### src/rtl/ldl_rr_pri_pkg.sv
// Shared constants and helpers for the request-FIFO front end of the priority arbiter.
// Holds the wait-counter saturation value and the one-hot-to-binary encoder.
package ldl_rr_pri_pkg;

  localparam int AGE_W = 4;
  localparam logic [AGE_W-1:0] AGE_MAX = 4'd15;

  // Widest one-hot vector the encoder accepts; callers zero-extend into it.
  localparam int ONEHOT_MAX   = 256;
  localparam int ONEHOT_IDX_W = 8;

  function automatic logic [ONEHOT_IDX_W-1:0] onehot_to_bin(input logic [ONEHOT_MAX-1:0] vec);
    logic [ONEHOT_IDX_W-1:0] idx;
    idx = '0;
    for (int i = 0; i < ONEHOT_MAX; i++) begin
      if (vec[i]) idx = idx | ONEHOT_IDX_W'(i);
    end
    return idx;
  endfunction

endpackage

### src/rtl/ldl_rr_req_fifo_v1.sv
// Per-port synchronous FIFO; pointers carry one extra wrap bit so full and
// empty are told apart without a separate counter.
module ldl_rr_req_fifo_v1 #(
  parameter int DEPTH = 4,
  parameter int WIDTH = 34
) (
  input  logic             clk,
  input  logic             rst,
  input  logic             push,
  input  logic [WIDTH-1:0] push_data,
  input  logic             pop,
  output logic [WIDTH-1:0] head_data,
  output logic             full,
  output logic             empty
);

  localparam int AW = $clog2(DEPTH);
  localparam logic [AW:0] PTR_ONE = 1;

  logic [AW:0]      wr_ptr_q, wr_ptr_d;
  logic [AW:0]      rd_ptr_q, rd_ptr_d;
  logic [WIDTH-1:0] mem [DEPTH];

  assign empty     = (wr_ptr_q == rd_ptr_q);
  assign full      = (wr_ptr_q[AW] != rd_ptr_q[AW]) && (wr_ptr_q[AW-1:0] == rd_ptr_q[AW-1:0]);
  assign head_data = mem[rd_ptr_q[AW-1:0]];

  // NOTE: every always_comb output gets a default before any condition, so no latch is inferred.
  always_comb begin
    wr_ptr_d = wr_ptr_q;
    rd_ptr_d = rd_ptr_q;
    if (push) wr_ptr_d = wr_ptr_q + PTR_ONE;
    if (pop && !empty) rd_ptr_d = rd_ptr_q + PTR_ONE;
  end

  // NOTE: state flops use non-blocking assignments so all of them update together at the edge.
  always_ff @(posedge clk or negedge rst) begin
    if (!rst) begin
      wr_ptr_q <= '0;
      rd_ptr_q <= '0;
    end else begin
      wr_ptr_q <= wr_ptr_d;
      rd_ptr_q <= rd_ptr_d;
    end
  end

  // NOTE: storage is deliberately not reset; empty pointers make its contents unobservable.
  always_ff @(posedge clk) begin
    if (push) mem[wr_ptr_q[AW-1:0]] <= push_data;
  end

endmodule

### src/rtl/ldl_rr_pri_req_v1.sv
// Per-port request FIFOs feeding an external priority arbiter, with a registered
// grant output stage. Optional head-of-line aging is enabled by LDL_RR_PRI_AGING_EN.
module ldl_rr_pri_req_v1
  import ldl_rr_pri_pkg::*;
#(
  parameter int BIN_WIDTH  = 3,
  parameter int COS_WIDTH  = 2,
  parameter int DATA_WIDTH = 32,
  parameter int DEPTH      = 4,
  parameter int REQ_WIDTH  = 1 << BIN_WIDTH
) (
  input  logic                            clk,
  input  logic                            rst,
  input  logic [REQ_WIDTH-1:0]            in_valid,
  output logic [REQ_WIDTH-1:0]            in_ready,
  input  logic [REQ_WIDTH*DATA_WIDTH-1:0] in_data,
  input  logic [REQ_WIDTH*COS_WIDTH-1:0]  in_cos,
  output logic [REQ_WIDTH-1:0]            req,
  output logic [REQ_WIDTH*COS_WIDTH-1:0]  cos,
  input  logic [REQ_WIDTH-1:0]            hot,
  input  logic                            valid,
  output logic                            ready,
  output logic                            out_valid,
  input  logic                            out_ready,
  output logic [DATA_WIDTH-1:0]           out_data,
  output logic [BIN_WIDTH-1:0]            out_port,
  output logic [COS_WIDTH-1:0]            out_cos,
  output logic                            err
);

  localparam int EW = DATA_WIDTH + COS_WIDTH;

  logic [REQ_WIDTH-1:0]  full, empty, pop;
  logic [DATA_WIDTH-1:0] head_data [REQ_WIDTH];
  logic [COS_WIDTH-1:0]  head_cos  [REQ_WIDTH];
  logic [BIN_WIDTH-1:0]  hot_idx;
  logic                  hot_onehot, grant, bad_grant;

  logic                  out_valid_q, out_valid_d;
  logic [DATA_WIDTH-1:0] out_data_q,  out_data_d;
  logic [BIN_WIDTH-1:0]  out_port_q,  out_port_d;
  logic [COS_WIDTH-1:0]  out_cos_q,   out_cos_d;
  logic                  err_q,       err_d;

  for (genvar g = 0; g < REQ_WIDTH; g++) begin : g_port
    logic [EW-1:0] head_entry;

    ldl_rr_req_fifo_v1 #(.DEPTH(DEPTH), .WIDTH(EW)) u_fifo (
      .clk       (clk),
      .rst       (rst),
      .push      (in_valid[g] && in_ready[g]),
      .push_data ({in_data[g*DATA_WIDTH +: DATA_WIDTH], in_cos[g*COS_WIDTH +: COS_WIDTH]}),
      .pop       (pop[g]),
      .head_data (head_entry),
      .full      (full[g]),
      .empty     (empty[g])
    );

    assign head_data[g] = head_entry[EW-1:COS_WIDTH];
    assign head_cos[g]  = head_entry[COS_WIDTH-1:0];
  end

  assign in_ready = ~full;
  assign req      = ~empty;
  assign ready    = !out_valid_q || out_ready;

  // A grant must name exactly one port that actually holds an entry.
  assign hot_onehot = (hot != '0) && ((hot & (hot - REQ_WIDTH'(1))) == '0);
  assign hot_idx    = BIN_WIDTH'(onehot_to_bin(ONEHOT_MAX'(hot)));
  assign grant      = valid && ready && hot_onehot && req[hot_idx];
  assign bad_grant  = valid && ready && !grant;
  assign pop        = grant ? hot : '0;

`ifdef LDL_RR_PRI_AGING_EN
  logic [AGE_W-1:0] age_q [REQ_WIDTH];
  logic [AGE_W-1:0] age_d [REQ_WIDTH];

  always_comb begin
    for (int i = 0; i < REQ_WIDTH; i++) begin
      age_d[i] = age_q[i];
      if (!req[i] || pop[i])       age_d[i] = '0;
      else if (age_q[i] != AGE_MAX) age_d[i] = age_q[i] + AGE_W'(1);
    end
  end

  always_ff @(posedge clk or negedge rst) begin
    if (!rst) begin
      for (int i = 0; i < REQ_WIDTH; i++) age_q[i] <= '0;
    end else begin
      for (int i = 0; i < REQ_WIDTH; i++) age_q[i] <= age_d[i];
    end
  end
`endif

  // Empty ports report class 0 so uninitialised storage never reaches the arbiter.
  always_comb begin
    cos = '0;
    for (int i = 0; i < REQ_WIDTH; i++) begin
      if (!empty[i]) cos[i*COS_WIDTH +: COS_WIDTH] = head_cos[i];
`ifdef LDL_RR_PRI_AGING_EN
      if (!empty[i] && age_q[i] == AGE_MAX) cos[i*COS_WIDTH +: COS_WIDTH] = '1;
`endif
    end
  end

  always_comb begin
    out_valid_d = out_valid_q;
    out_data_d  = out_data_q;
    out_port_d  = out_port_q;
    out_cos_d   = out_cos_q;
    err_d       = err_q || bad_grant;
    if (grant) begin
      out_valid_d = 1'b1;
      out_data_d  = head_data[hot_idx];
      out_port_d  = hot_idx;
      out_cos_d   = head_cos[hot_idx];
    end else if (out_ready) begin
      out_valid_d = 1'b0;
    end
  end

  always_ff @(posedge clk or negedge rst) begin
    if (!rst) begin
      out_valid_q <= 1'b0;
      out_data_q  <= '0;
      out_port_q  <= '0;
      out_cos_q   <= '0;
      err_q       <= 1'b0;
    end else begin
      out_valid_q <= out_valid_d;
      out_data_q  <= out_data_d;
      out_port_q  <= out_port_d;
      out_cos_q   <= out_cos_d;
      err_q       <= err_d;
    end
  end

  assign out_valid = out_valid_q;
  assign out_data  = out_data_q;
  assign out_port  = out_port_q;
  assign out_cos   = out_cos_q;
  assign err       = err_q;

endmodule

### config.mk
export PLATFORM = sky130hd
export DESIGN_NAME = ldl_rr_pri_req_v1
export DESIGN_NICKNAME = d
export VERILOG_FILES = /design/src/rtl/ldl_rr_pri_pkg.sv /design/src/rtl/ldl_rr_req_fifo_v1.sv /design/src/rtl/ldl_rr_pri_req_v1.sv
export SDC_FILE = /design/constraint.sdc
export NUM_CORES = 1
export LEC_CHECK = 0
export CORE_AREA = 2 2 366 368
export DETAILED_ROUTE_END_ITERATION = 12
export DIE_AREA = 0 0 368 370
export PLACE_DENSITY_LB_ADDON = 0.15
export SLEW_MARGIN = 25
export SYNTH_ARGS = -nofsm -noshare
export SYNTH_HDL_FRONTEND = slang
export SYNTH_SLANG_ARGS = --single-unit
### constraint.sdc
create_clock -name clk -period 2.95 [get_ports clk]
set_input_delay 0.59 -clock clk [delete_from_list [all_inputs] [get_ports clk]]
set_output_delay 0.59 -clock clk [all_outputs]
set_load 0.05 [all_outputs]
**Run 1: routed metal, one colour a layer**

Two of the layers only.
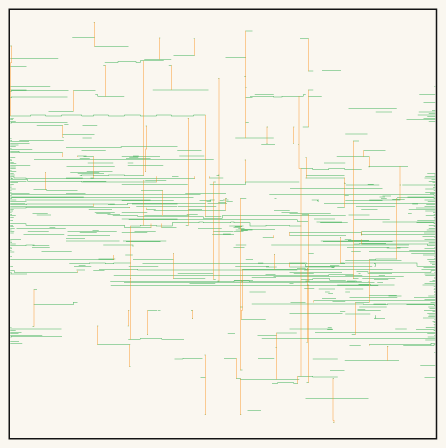
legend:
  orange:
    layer: M4
    wire_length: 2,550 um
  green:
    layer: M3
    wire_length: 12,100 um

**Run 1: M1 wires**

Supply wires on this layer in grey.
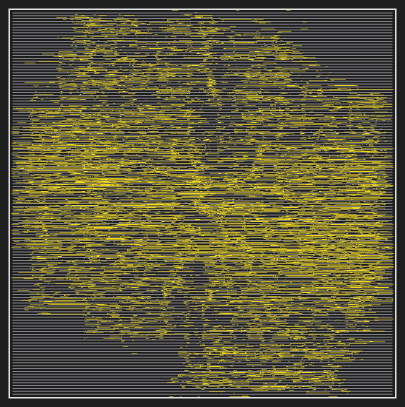
nets with wire on the layer: 2,945
wire length on this layer: 54.8 mm
longest straight run: 96.1 um
main direction: horizontal
share of all routed wire: 41%

**Run 1: signal wires on met4**

Supply wires on this layer in grey.
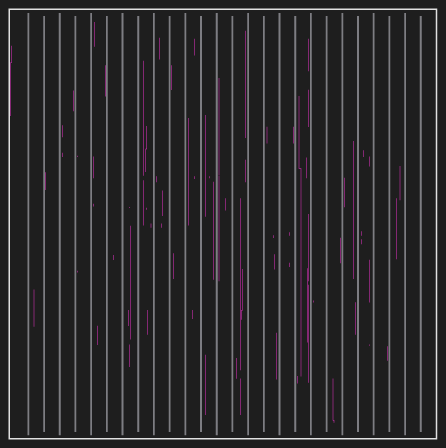
wire length on this layer: 2,550 um
longest straight run: 180 um
nets with wire on the layer: 46
main direction: vertical
share of all routed wire: 1.9%
via count: 24,100
Post-Route WL: 135,000 um

**Run 1: clock routing**

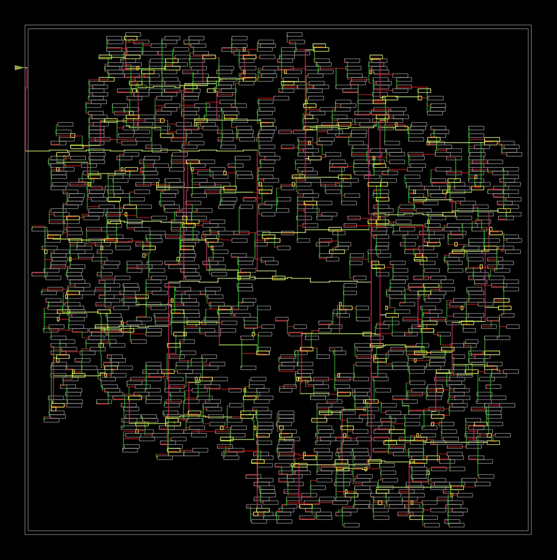
Num Clock Sinks: 1,175
FF+latch count: 1,175
skew final: 39.2 ps

-- run 1: worst register-to-register path, stage by stage (launching register included) --
cell and delay [ps]:
dfrtp_2 400, buf_4 190, buf_12 190, mux4_2 560, nand2_1 110, a21oi_1 130
a2111oi_1 660, buf_4 220, a221oi_1 40, mux2_4 290
-- run 1: routing by layer --
| layer | track usage | routed length [um] | part of all wire | up-vias |
|---|---|---|---|---|
| met5 | 0 | 171 | 0.0013 | - |
| met3 | 0.0655 | 12100 | 0.089 | 176 |
| met2 | 0.323 | 65600 | 0.49 | 795 |
| li1 | - | - | - | 10300 |
| met4 | 0.0491 | 2550 | 0.019 | 30 |
| met1 | 0.259 | 54800 | 0.41 | 12800 |
==> results.py <==
# Flow results
metrics = {
    "clocking": {
        "clkTransAtPathRegs_ps": 60,
        "cts_hold_buf": 1,
        "cts_tree": "yes",
        "cts-htree-levels": 4,
        "post_cts_resized": 47,
        "cts_root_buffer": "clkbuf_16",
        "post_cts_buffers": 37,
    },
    "sta": {
        "grt_setup_unrepaired": "yes",
        "hold_viol": 0,
        "finalWorstSetupSlack_ps": 56.1,
        "period_used_share": 0.981,
        "whs_ps": 297,
    },
    "synth": {
        "ys_seq_elements": 1175,
        "yosysWarnings": 0,
        "top_area_frac": 0.712,
        "flop_cell": "edfxtp_1",
        "synth_area_per_cell_um2": 21.1,
        "top_cells_by_count": "1,088 x edfxtp_1, 272 x mux4_2, 97 x nand2_1",
        "syn-num-nets": 2513,
        "syn_area_um2": 45900,
        "ys_chip_area_um2": 45900,
        "yosys_cells": 2181,
    },
    "worst_setup_path": {
        "cp.required_ps": 2360,
        "slowest_delay_ps": 440,
        "crit_cells": 6,
        "crit_fanout": 3,
        "crit_start": "g_port[0].u_fifo.rd_ptr_q[0]",
        "crit_type": "flip-flop to output pin",
        "endpoint": "cos[0]",
    },
    "layout": {
        "nets": 3136,
        "nClkBuffers": 165,
        "largest_register_ff_count": 1088,
        "lay_top_count": "edfxtp_1",
    },
    "global_routing": {
        "grt_pass1_wl_um": 189000,
    },
    "die": {
        "taps": 1768,
    },
    "run_status": {
        "outcome": "finished clean",
    },
    "run": {
        "log.warning_count": 53,
        "drv_cap": 0,
    },
    "place": {
        "dp.final_hpwl_um": 90900,
        "portBuffers": 363,
    },
    "pwr": {
        "p_per_area_nw_per_um2": 923,
        "seqPwrFrac": 0.424,
        "power_leakage_uw": 0.0200,
        "clkPwrFrac": 0.306,
        "switching_share": 0.299,
    },
    "routing": {
        "dr.pass1.iters": 5,
    },
}
Power figures rest on the tool's default switching activity, not on a simulated workload.
